### config.mk
export PLATFORM = sky130hd
export DESIGN_NAME = nibble_add_seq_flat
export DESIGN_NICKNAME = d
export VERILOG_FILES = /design/src/rtl/nibble_add_seq_pkg.sv /design/src/rtl/nibble_add_seq_if.sv /design/src/rtl/nibble_add_seq_cla.sv /design/src/rtl/nibble_add_seq.sv /design/src/flat_wrapper.sv
export SDC_FILE = /design/constraint.sdc
export NUM_CORES = 1
export LEC_CHECK = 0
export CORE_MARGIN = 10
export CORE_UTILIZATION = 54
export CTS_BUF_LIST = sky130_fd_sc_hd__clkbuf_4 sky130_fd_sc_hd__clkbuf_8
export DETAILED_ROUTE_END_ITERATION = 10
export GPL_TIMING_DRIVEN = 1
export PLACE_DENSITY_LB_ADDON = 0.15
export SETUP_SLACK_MARGIN = 0.15
export SLEW_MARGIN = 20
export SYNTH_ARGS = -nofsm -noshare
export SYNTH_HDL_FRONTEND = slang
export SYNTH_SLANG_ARGS = --single-unit
### constraint.sdc
create_clock -name clk -period 3.79 [get_ports clk]
set_input_delay 0.379 -clock clk [delete_from_list [all_inputs] [get_ports clk]]
set_output_delay 0.379 -clock clk [all_outputs]
set_load 0.01 [all_outputs]
### src/rtl/nibble_add_seq_pkg.sv
// Shared encodings and saturation constants for the nibble-serial adder.
// Latency: n/a (declarations only).
// Backpressure: n/a.
package nibble_add_seq_pkg;

   // Operation select; the reserved code behaves exactly like ADD
   typedef enum logic [1:0] {
      OP_ADD    = 2'b00,
      OP_SUB    = 2'b01,
      OP_PADDSB = 2'b10,
      OP_RSVD   = 2'b11
   } op_e;

   // Sequencer states
   typedef enum logic {
      ST_IDLE = 1'b0,
      ST_RUN  = 1'b1
   } state_e;

   localparam int unsigned NIBBLES = 4;

   // Saturation values for the full word and for a single packed nibble
   localparam logic [15:0] SAT_POS16 = 16'h7FFF;
   localparam logic [15:0] SAT_NEG16 = 16'h8000;
   localparam logic [3:0]  SAT_POS4  = 4'h7;
   localparam logic [3:0]  SAT_NEG4  = 4'h8;

   // Clamp a nibble toward the sign of its operands when the slice overflowed
   function automatic logic [3:0] sat_nibble(input logic [3:0] sum,
                                             input logic       ovf,
                                             input logic       sign);
      if (!ovf)
         return sum;
      return sign ? SAT_NEG4 : SAT_POS4;
   endfunction

endpackage

### src/rtl/nibble_add_seq_if.sv
// Request/response bundle between a requester and the nibble-serial adder.
// Latency: n/a (wiring only).
// Backpressure: none; requester must watch busy before raising start.
interface nibble_add_seq_if;
   logic        start;
   logic [1:0]  op;
   logic [15:0] a;
   logic [15:0] b;
   logic        busy;
   logic        done;
   logic [15:0] result;
   logic        ovfl;

   modport master (
      output start, op, a, b,
      input  busy, done, result, ovfl
   );

   modport slave (
      input  start, op, a, b,
      output busy, done, result, ovfl
   );
endinterface

### src/rtl/nibble_add_seq_cla.sv
// 4-bit carry-lookahead slice with group generate/propagate and signed overflow.
// Latency: combinational.
// Backpressure: n/a.
module cla_4bit (
   input  logic [3:0] a,
   input  logic [3:0] b,
   input  logic       cin,
   output logic [3:0] s,
   output logic       g,
   output logic       p,
   output logic       ovfl
);

   logic [3:0] gi;
   logic [3:0] pi;
   logic [4:0] c;

   // Lookahead carries built directly from bit generate/propagate terms
   always_comb begin
      gi   = a & b;
      pi   = a ^ b;
      c    = 5'b0;
      c[0] = cin;
      c[1] = gi[0] | (pi[0] & cin);
      c[2] = gi[1] | (pi[1] & gi[0]) | (pi[1] & pi[0] & cin);
      c[3] = gi[2] | (pi[2] & gi[1]) | (pi[2] & pi[1] & gi[0])
           | (pi[2] & pi[1] & pi[0] & cin);
      g    = gi[3] | (pi[3] & gi[2]) | (pi[3] & pi[2] & gi[1])
           | (pi[3] & pi[2] & pi[1] & gi[0]);
      p    = &pi;
      c[4] = g | (p & cin);
      s    = pi ^ c[3:0];
      // Signed overflow: carry into the sign bit differs from carry out
      ovfl = c[3] ^ c[4];
   end

endmodule

### src/rtl/nibble_add_seq.sv
// Saturating 16-bit ADD/SUB/packed-nibble add, one CLA nibble per cycle, LSB first.
// Latency: done rises 4 cycles after start is sampled; start accepted in the done cycle.
// Backpressure: start is ignored while busy=1; nothing is queued.
module nibble_add_seq
   import nibble_add_seq_pkg::*;
(
   input  logic             clk,
   input  logic             rst,
   nibble_add_seq_if.slave  bus
);

   state_e      state_q, state_d;
   logic [1:0]  cnt_q, cnt_d;
   logic        carry_q, carry_d;
   logic [15:0] a_q, a_d;
   logic [15:0] b_q, b_d;
   op_e         op_q, op_d;
   logic [15:0] part_q, part_d;
   logic        pov_q, pov_d;
   logic        busy_q, busy_d;
   logic        done_q, done_d;
   logic [15:0] result_q, result_d;
   logic        ovfl_q, ovfl_d;

   logic [3:0]  nib_a;
   logic [3:0]  nib_b;
   logic [3:0]  sl_b;
   logic        sl_cin;
   logic [3:0]  sl_s;
   logic        sl_g;
   logic        sl_p;
   logic        sl_ovfl;
   logic        carry_next;
   logic [3:0]  nib_store;

   // Select the current nibble pair and condition it for the requested operation
   always_comb begin
      nib_a      = a_q[{cnt_q, 2'b00} +: 4];
      nib_b      = b_q[{cnt_q, 2'b00} +: 4];
      sl_b       = (op_q == OP_SUB) ? ~nib_b : nib_b;
      // Packed mode treats every nibble as an independent lane
      sl_cin     = (op_q == OP_PADDSB) ? 1'b0 : carry_q;
      carry_next = sl_g | (sl_p & sl_cin);
      // Only packed mode clamps individual nibbles; word modes clamp at the end
      nib_store  = (op_q == OP_PADDSB) ? sat_nibble(sl_s, sl_ovfl, nib_a[3]) : sl_s;
   end

   cla_4bit u_cla_4bit (
      .a    (nib_a),
      .b    (sl_b),
      .cin  (sl_cin),
      .s    (sl_s),
      .g    (sl_g),
      .p    (sl_p),
      .ovfl (sl_ovfl)
   );

   // Next-state and registered-output logic for the IDLE/RUN sequencer
   always_comb begin
      state_d  = state_q;
      cnt_d    = cnt_q;
      carry_d  = carry_q;
      a_d      = a_q;
      b_d      = b_q;
      op_d     = op_q;
      part_d   = part_q;
      pov_d    = pov_q;
      busy_d   = busy_q;
      done_d   = 1'b0;
      result_d = result_q;
      ovfl_d   = ovfl_q;

      case (state_q)
         ST_IDLE: begin
            if (bus.start) begin
               a_d     = bus.a;
               b_d     = bus.b;
               op_d    = op_e'(bus.op);
               // Subtraction is a + ~b + 1, so the +1 rides in as the first carry
               carry_d = (op_e'(bus.op) == OP_SUB);
               cnt_d   = 2'd0;
               part_d  = 16'h0000;
               pov_d   = 1'b0;
               busy_d  = 1'b1;
               state_d = ST_RUN;
            end
         end
         ST_RUN: begin
            part_d[{cnt_q, 2'b00} +: 4] = nib_store;
            carry_d = carry_next;
            pov_d   = pov_q | sl_ovfl;
            cnt_d   = cnt_q + 2'd1;
            if (cnt_q == 2'd3) begin
               state_d = ST_IDLE;
               busy_d  = 1'b0;
               done_d  = 1'b1;
               if (op_q == OP_PADDSB) begin
                  result_d = {nib_store, part_q[11:0]};
                  ovfl_d   = pov_q | sl_ovfl;
               end else begin
                  // Word overflow can only occur when both operands share a's sign
                  if (sl_ovfl)
                     result_d = a_q[15] ? SAT_NEG16 : SAT_POS16;
                  else
                     result_d = {sl_s, part_q[11:0]};
                  ovfl_d = sl_ovfl;
               end
            end
         end
         default: begin
            state_d = ST_IDLE;
            busy_d  = 1'b0;
         end
      endcase
   end

   // State register; reset aborts any operation without a done pulse
   always_ff @(posedge clk) begin
      if (rst) begin
         state_q  <= ST_IDLE;
         cnt_q    <= 2'd0;
         carry_q  <= 1'b0;
         a_q      <= 16'h0000;
         b_q      <= 16'h0000;
         op_q     <= OP_ADD;
         part_q   <= 16'h0000;
         pov_q    <= 1'b0;
         busy_q   <= 1'b0;
         done_q   <= 1'b0;
         result_q <= 16'h0000;
         ovfl_q   <= 1'b0;
      end else begin
         state_q  <= state_d;
         cnt_q    <= cnt_d;
         carry_q  <= carry_d;
         a_q      <= a_d;
         b_q      <= b_d;
         op_q     <= op_d;
         part_q   <= part_d;
         pov_q    <= pov_d;
         busy_q   <= busy_d;
         done_q   <= done_d;
         result_q <= result_d;
         ovfl_q   <= ovfl_d;
      end
   end

   assign bus.busy   = busy_q;
   assign bus.done   = done_q;
   assign bus.result = result_q;
   assign bus.ovfl   = ovfl_q;

endmodule

### src/flat_wrapper.sv
// flat-port wrapper written by rule: the top's interface ports become plain ports
module nibble_add_seq_flat import nibble_add_seq_pkg::*;
  (clk, rst, bus_start, bus_op, bus_a, bus_b, bus_busy, bus_done, bus_result, bus_ovfl);
  nibble_add_seq_if bus_i ();
  input  logic clk;
  input  logic rst;
  input wire logic [$bits(bus_i.start)-1:0] bus_start;
  input wire logic [$bits(bus_i.op)-1:0] bus_op;
  input wire logic [$bits(bus_i.a)-1:0] bus_a;
  input wire logic [$bits(bus_i.b)-1:0] bus_b;
  output wire logic [$bits(bus_i.busy)-1:0] bus_busy;
  output wire logic [$bits(bus_i.done)-1:0] bus_done;
  output wire logic [$bits(bus_i.result)-1:0] bus_result;
  output wire logic [$bits(bus_i.ovfl)-1:0] bus_ovfl;
  assign bus_i.start = bus_start;
  assign bus_i.op = bus_op;
  assign bus_i.a = bus_a;
  assign bus_i.b = bus_b;
  assign bus_busy = bus_i.busy;
  assign bus_done = bus_i.done;
  assign bus_result = bus_i.result;
  assign bus_ovfl = bus_i.ovfl;
  nibble_add_seq u_core (.clk(clk), .rst(rst), .bus(bus_i));
endmodule
run_1/placement_by_type.png
The bar under the picture is 20 um long.
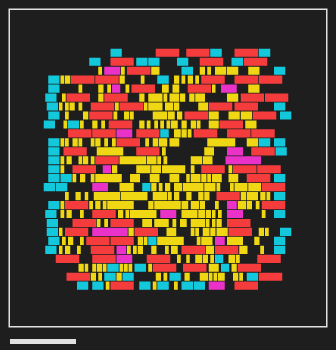
legend:
  yellow:
    class: combinational and other logic
    cells: 248
  red:
    class: flops
    cells: 70
  magenta:
    class: clock drivers and dummy loads
    cells: 16
  cyan:
    class: other buffers and delay cells
    cells: 60
sequential cell area share: 0.360
core area: 5540 um2

run_1/sizes.png
The bar under the picture is 20 um long.
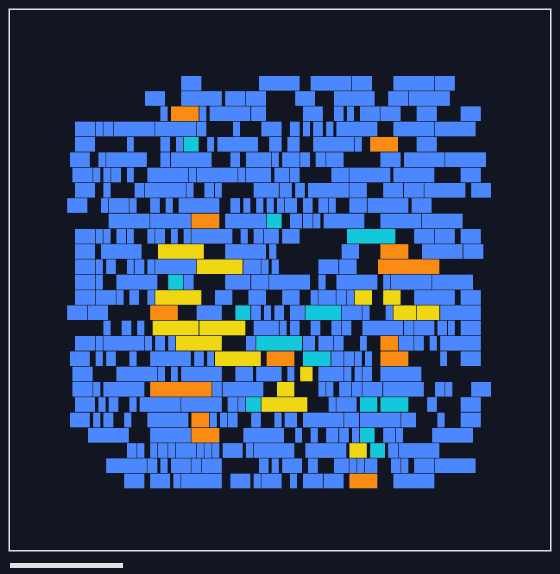
legend:
  blue:
    size: _0 and _1 cells
    cells: 353
    share: 90%
  orange:
    size: _6 and larger
    cells: 13
    share: 3.3%
  cyan:
    size: _3 and _4 cells
    cells: 13
    share: 3.3%
  yellow:
    size: _2 cells
    cells: 15
    share: 3.8%
final worst slack: 498 ps
bufs w/o clock: 60
Area Growth Syn to Fin: 24.8%
Design Area, Final: 3890 um2

==> notes.md, run 1 <==
flow finished, numbers: gate count of the mapped netlist 341, initial antenna violation count 0, Internal Pwr Total 0.00125 W, largest net degree at the start of global routing 37, clk slew on worst S/H paths 70 ps, Routed WL per cell 15.5 um, Reg area 1400 um2, dpl ws 500 ps, arrival time at the worst endpoint 3590 ps, outcome complete, no violations, Critical Path Max Stage Delay 600 ps, hold path cells 2, Slew headroom 0.443, Tmin final 3290 ps, number of synthesized flops with an enable pin 0, post-layout net count 435, first-pass GRT wire length 11800 um, type of the worst min-delay path flop to flop, post-synth cell types 46, part of the power in registers 0.465, Comb area share 0.397
run_1/clk_routes.png
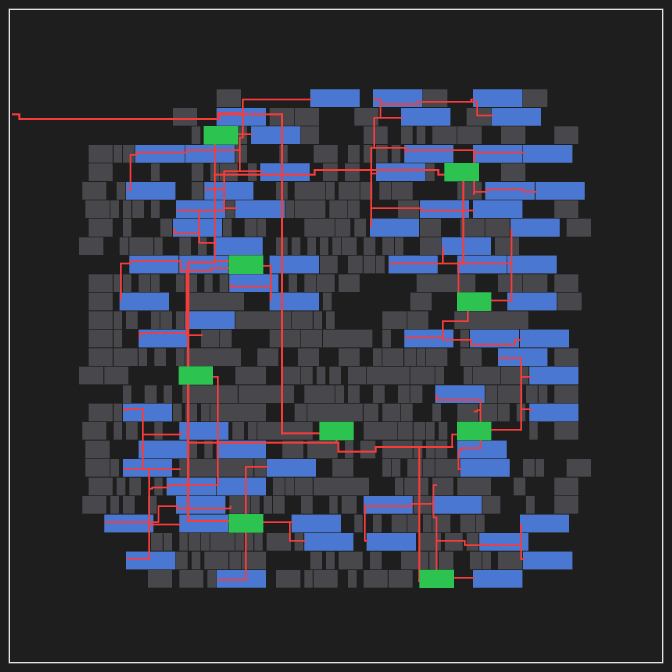
legend:
  blue:
    item: flip-flops
    count: 70
  green:
    item: clock drivers
    count: 9
  red:
    item: clock wires
    length: 833 um
routed clock nets: 10
Clk power: 0.000675 W
clk_skew: 11.6 ps
Latency at later pin: 360 ps
Clock power frac: 0.399

run_1/io_placement.png
Pins as bars across the die edge, other pins in gray.
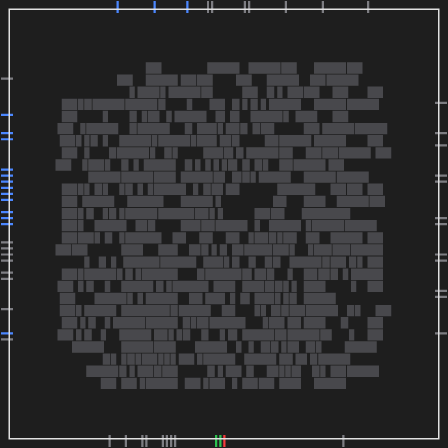
legend:
  red:
    port: `bus_start`
    pins: 1
    direction: input
    edge: bottom
  green:
    port: `bus_op`
    pins: 2
    direction: input
    edge: bottom
  blue:
    port: `bus_b`
    pins: 16
    direction: input
    edge: 13 left, 3 top
all pins by edge: 22 left, 12 bottom, 12 right, 10 top
Chip Width: 96.0 um
die height: 96.0 um
Buffers on Ports: 55

run 1: worst min-delay path, stage by stage, from the launching register on:
cell	delay [ps]
dfxtp_1	310
nand2_1	50
a21oi_1	50
run 1: state kept, by name, summed over array words and instances, names as in the netlist, 2 cells and up:
name,count
u_core.cnt_q,2
u_core.part_q,12
u_core.op_q,2
u_core.b_q,16
u_core.bus.result,16
u_core.a_q,16
run 1: cell families after synthesis:
family | synth area share
DFF | 0.450
and+or+nand+nor | 0.180
buffers and inverters | 0.0550
AOI/OAI and AO/OA | 0.196
xor gates and xnor gates | 0.0169
adders and majority gates | 0.0386
muxes | 0.0643
run 1: layer usage:
metal,global-route usage,routed length (um),part of all wire
met5,0,0,0
met4,0.101,141,0.019
met3,0.0389,456,0.063
met2,0.282,3550,0.49
met1,0.187,3100,0.43
run_1/clocks.png
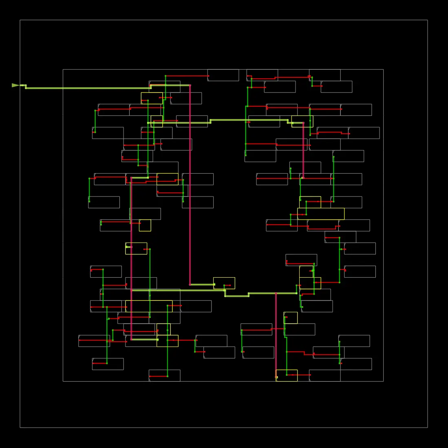

--- run 2 (diff from run 1) ---
Settings changed: CORE_ASPECT_RATIO from default to 1.5, REMOVE_ABC_BUFFERS from default to 1.
run_2/clocks.png
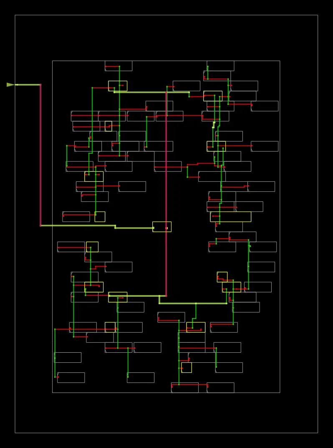
Latency at later pin: 350 ps
clk_skew: 9.31 ps
Clk power: 0.000594 W
flop count: 70

==> run 2 against run 1 <==
  * Worst setup slack gained 86 ps
  * Sequential power about the same
  * Sequential cell count is the same
  * Register-to-register slack better by 90 ps
  * Via count decreased by 1.3%
  * Sequential share of layout area increased by 0.37 points
  * Wire length decreased by 4.1%
  * Clock skew is 2.3 ps lower
  * Critical path type unchanged
  * Highest routed layer unchanged
==> notes.md, run 2 <==
flow finished, numbers: die height 113 um (+18%), Tmin final 3210 ps (-86.1 ps), grt met3 use 0.0571 (+0.0181), Reg area 1400 um2 (about the same), Slew headroom 0.443 (-0.000555), Fin. Hold Viols 0, router iterations before antenna repair 4, WP data required 4080 ps, part of the power in registers 0.488 (+0.023), initial antenna violation count 0 (unchanged), hold path cells 2 (unchanged), post-layout net count 434 (-0.23%), Cell Pwr Density 418 nW/um2, final worst slack 585 ps (+86.1 ps), gr busiest metal met2, first-pass GRT wire length 11500 um (-3.0%), post-synth cell types 46 (unchanged), Chip Width 82.0 um (-15%), dpl ws 386 ps (-114 ps), Buffers on Ports 55 (unchanged), bufs w/o clock 59 (-1.7%), Critical Path Max Stage Delay 550 ps (-50 ps), type of the worst min-delay path flop to flop, metal1 wirelength 2700 um (-13%), share of cells above drive strength 1 0.104, GRT met2 Usage 0.271 (-0.0109), outcome complete, no violations, largest net degree at the start of global routing 44 (+19%), Well Taps 70, clk slew on worst S/H paths 80 ps (about the same), diodes inserted 0, sequential cell area share 0.364 (+0.00372), crit path launch u_core.cnt_q[0]$_SDFFE_PP0P_, Area Growth Syn to Fin 23.6%, metal2 WL 3690 um (+3.9%), gate count of the mapped netlist 341 (unchanged), M1 GR Usage 0.160 (-0.0272), Comb area share 0.401 (+0.00375), cell type with the largest total area dfxtp_1, ys flops 70, core area 5530 um2 (-0.14%), met3 routed WL 324 um (-29%), Internal Pwr Total 0.00118 W (-6.3%), arrival time at the worst endpoint 3500 ps (-90 ps), Routed WL per cell 15.0 um (-3.5%), top sig layer met4
run_2/clk_routes.png
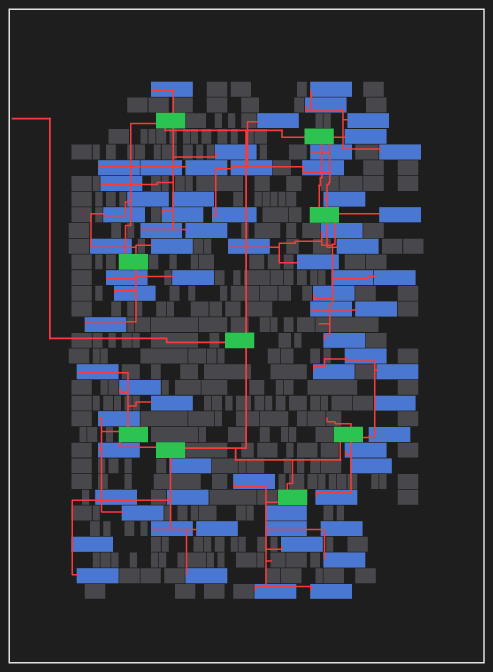
legend:
  red:
    item: clock wires
    length: 813 um
  blue:
    item: flip-flops
    count: 70
  green:
    item: clock drivers
    count: 9
routed clock nets: 10
Clock power frac: 0.369

[run 2: power groups by stage]
stage / logic, W / registers, W / clock network, W
floorplan: 0.000141 / 0.000795 / 0
global placement: 0.000223 / 0.000801 / 0
detailed placement: 0.000229 / 0.000803 / 0
CTS: 0.000230 / 0.000786 / 0.000605
global route: 0.000255 / 0.000790 / 0.000642
finish: 0.000230 / 0.000786 / 0.000594
[run 2: kinds of logic (layout without fill, tap and decap cells)]
family | after synthesis | after routing | synth area share
and+or+nand+nor | 122 | 122 | 0.180
AOI/OAI and AO/OA | 91 | 91 | 0.196
DFF | 70 | 70 | 0.450
buffers and inverters | 33 | 85 | 0.0550
muxes | 10 | 10 | 0.0643
adders and majority gates | 9 | 9 | 0.0386
xor gates and xnor gates | 6 | 6 | 0.0169
run_2/sizes.png
The bar under the picture is 20 um long.
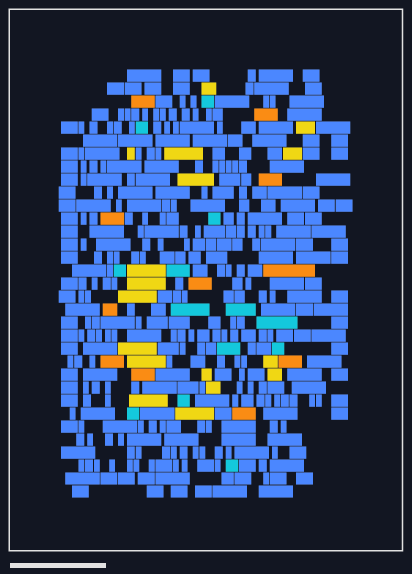

--- run 3 (diff from run 2) ---
Clock period 3.79 ns to 3.25 ns, I/O delays scaled along.
run_3/sizes.png
The bar under the picture is 20 um long.
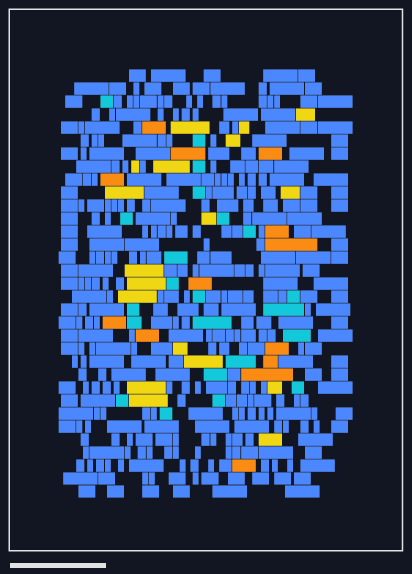
legend:
  cyan:
    size: _3 and _4 cells
    cells: 22
    share: 5.5%
  blue:
    size: _0 and _1 cells
    cells: 350
    share: 87%
  orange:
    size: _6 and larger
    cells: 13
    share: 3.2%
  yellow:
    size: _2 cells
    cells: 18
    share: 4.5%
Design Area, Final: 3980 um2
Area Growth Syn to Fin: 27.7%

run_3/io_placement.png
Pins as bars across the die edge, other pins in gray.
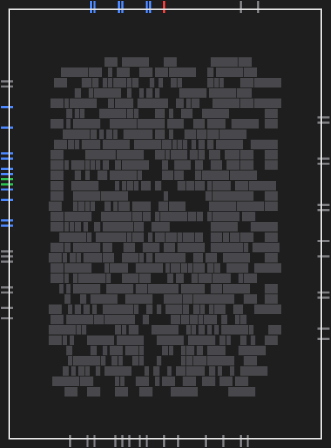
legend:
  green:
    port: `bus_op`
    pins: 2
    direction: input
    edge: left
  blue:
    port: `bus_b`
    pins: 16
    direction: input
    edge: 10 left, 6 top
  red:
    port: `bus_start`
    pins: 1
    direction: input
    edge: top
Chip Width: 82.0 um
die height: 113 um

==> run 3 against run 2 <==
  * First-iteration DRC count rose by 4.5%
  * Total power rose by 23%
  * Worst setup slack got worse by 320 ps
  * Count of clock-buffer cells in the layout did not move
  * Design area rose by 3.3%
  * Critical path type unchanged
  * Critical endpoint is now u_core.bus.result[0]$_SDFFE_PP0P_
  * Highest routed layer unchanged
==> notes.md, run 3 <==
flow finished, numbers: Buffers on Ports 55 (unchanged), largest net degree at the start of global routing 36 (-18%), gr busiest metal met2, Tmin final 2990 ps (-218 ps), ys flops 70 (unchanged), initial antenna violation count 0 (unchanged), P_comb 0.000302 W (+31%), post-layout net count 444 (+2.3%), top sig layer met4, Clk power 0.000772 W (+30%), cell type with the largest total area dfxtp_1, seq pwr 0.000912 W (+16%), Latency at later pin 350 ps (about the same), dpl ws 117 ps (-269 ps), share of cells above drive strength 1 0.132 (+0.0272), outcome complete, no violations, met3 routed WL 339 um (+4.6%), metal1 wirelength 2760 um (+2.1%), Clock power frac 0.389 (+0.020), Fin. Hold Viols 0 (unchanged), final worst slack 263 ps (-322 ps), grt met3 use 0.0372 (-0.0198), clk slew on worst S/H paths 80 ps (about the same), GRT met2 Usage 0.287 (+0.0163), flop count 70 (unchanged), xor/xnor share of the synthesized area 0.0169 (unchanged), bufs w/o clock 69 (+17%), type of the worst min-delay path flop to flop, sequential cell area share 0.353 (-0.0116)
-- run 3: cell count changes in the layout (fill, tap and decap cells not counted) --
cell	before	now
buf_4	4	13
clkinvlp_4	4	2
a21oi_1	45	44
a21oi_4	0	1
buf_12	0	1
bufinv_16	1	2
clkinv_4	0	1
mux2i_1	2	1
mux2i_2	0	1
-- run 3: cell families after synthesis --
kind of cell,count (synthesis)
AND/OR/NAND/NOR,122
AND-OR/OR-AND,91
flip-flops,70
buffers and inverters,33
multiplexers,10
adder cells (fa/ha/maj),9
XOR/XNOR,6
-- run 3: timing repair --
action	CTS	global route
endpoints found under the hold margin	0	0
gates cloned	0	0
pin swaps	0	5
setup endpoints to repair	12	17
resized	2	2
buffers inserted	1	8
Power is estimated from default activity; no workload was simulated.
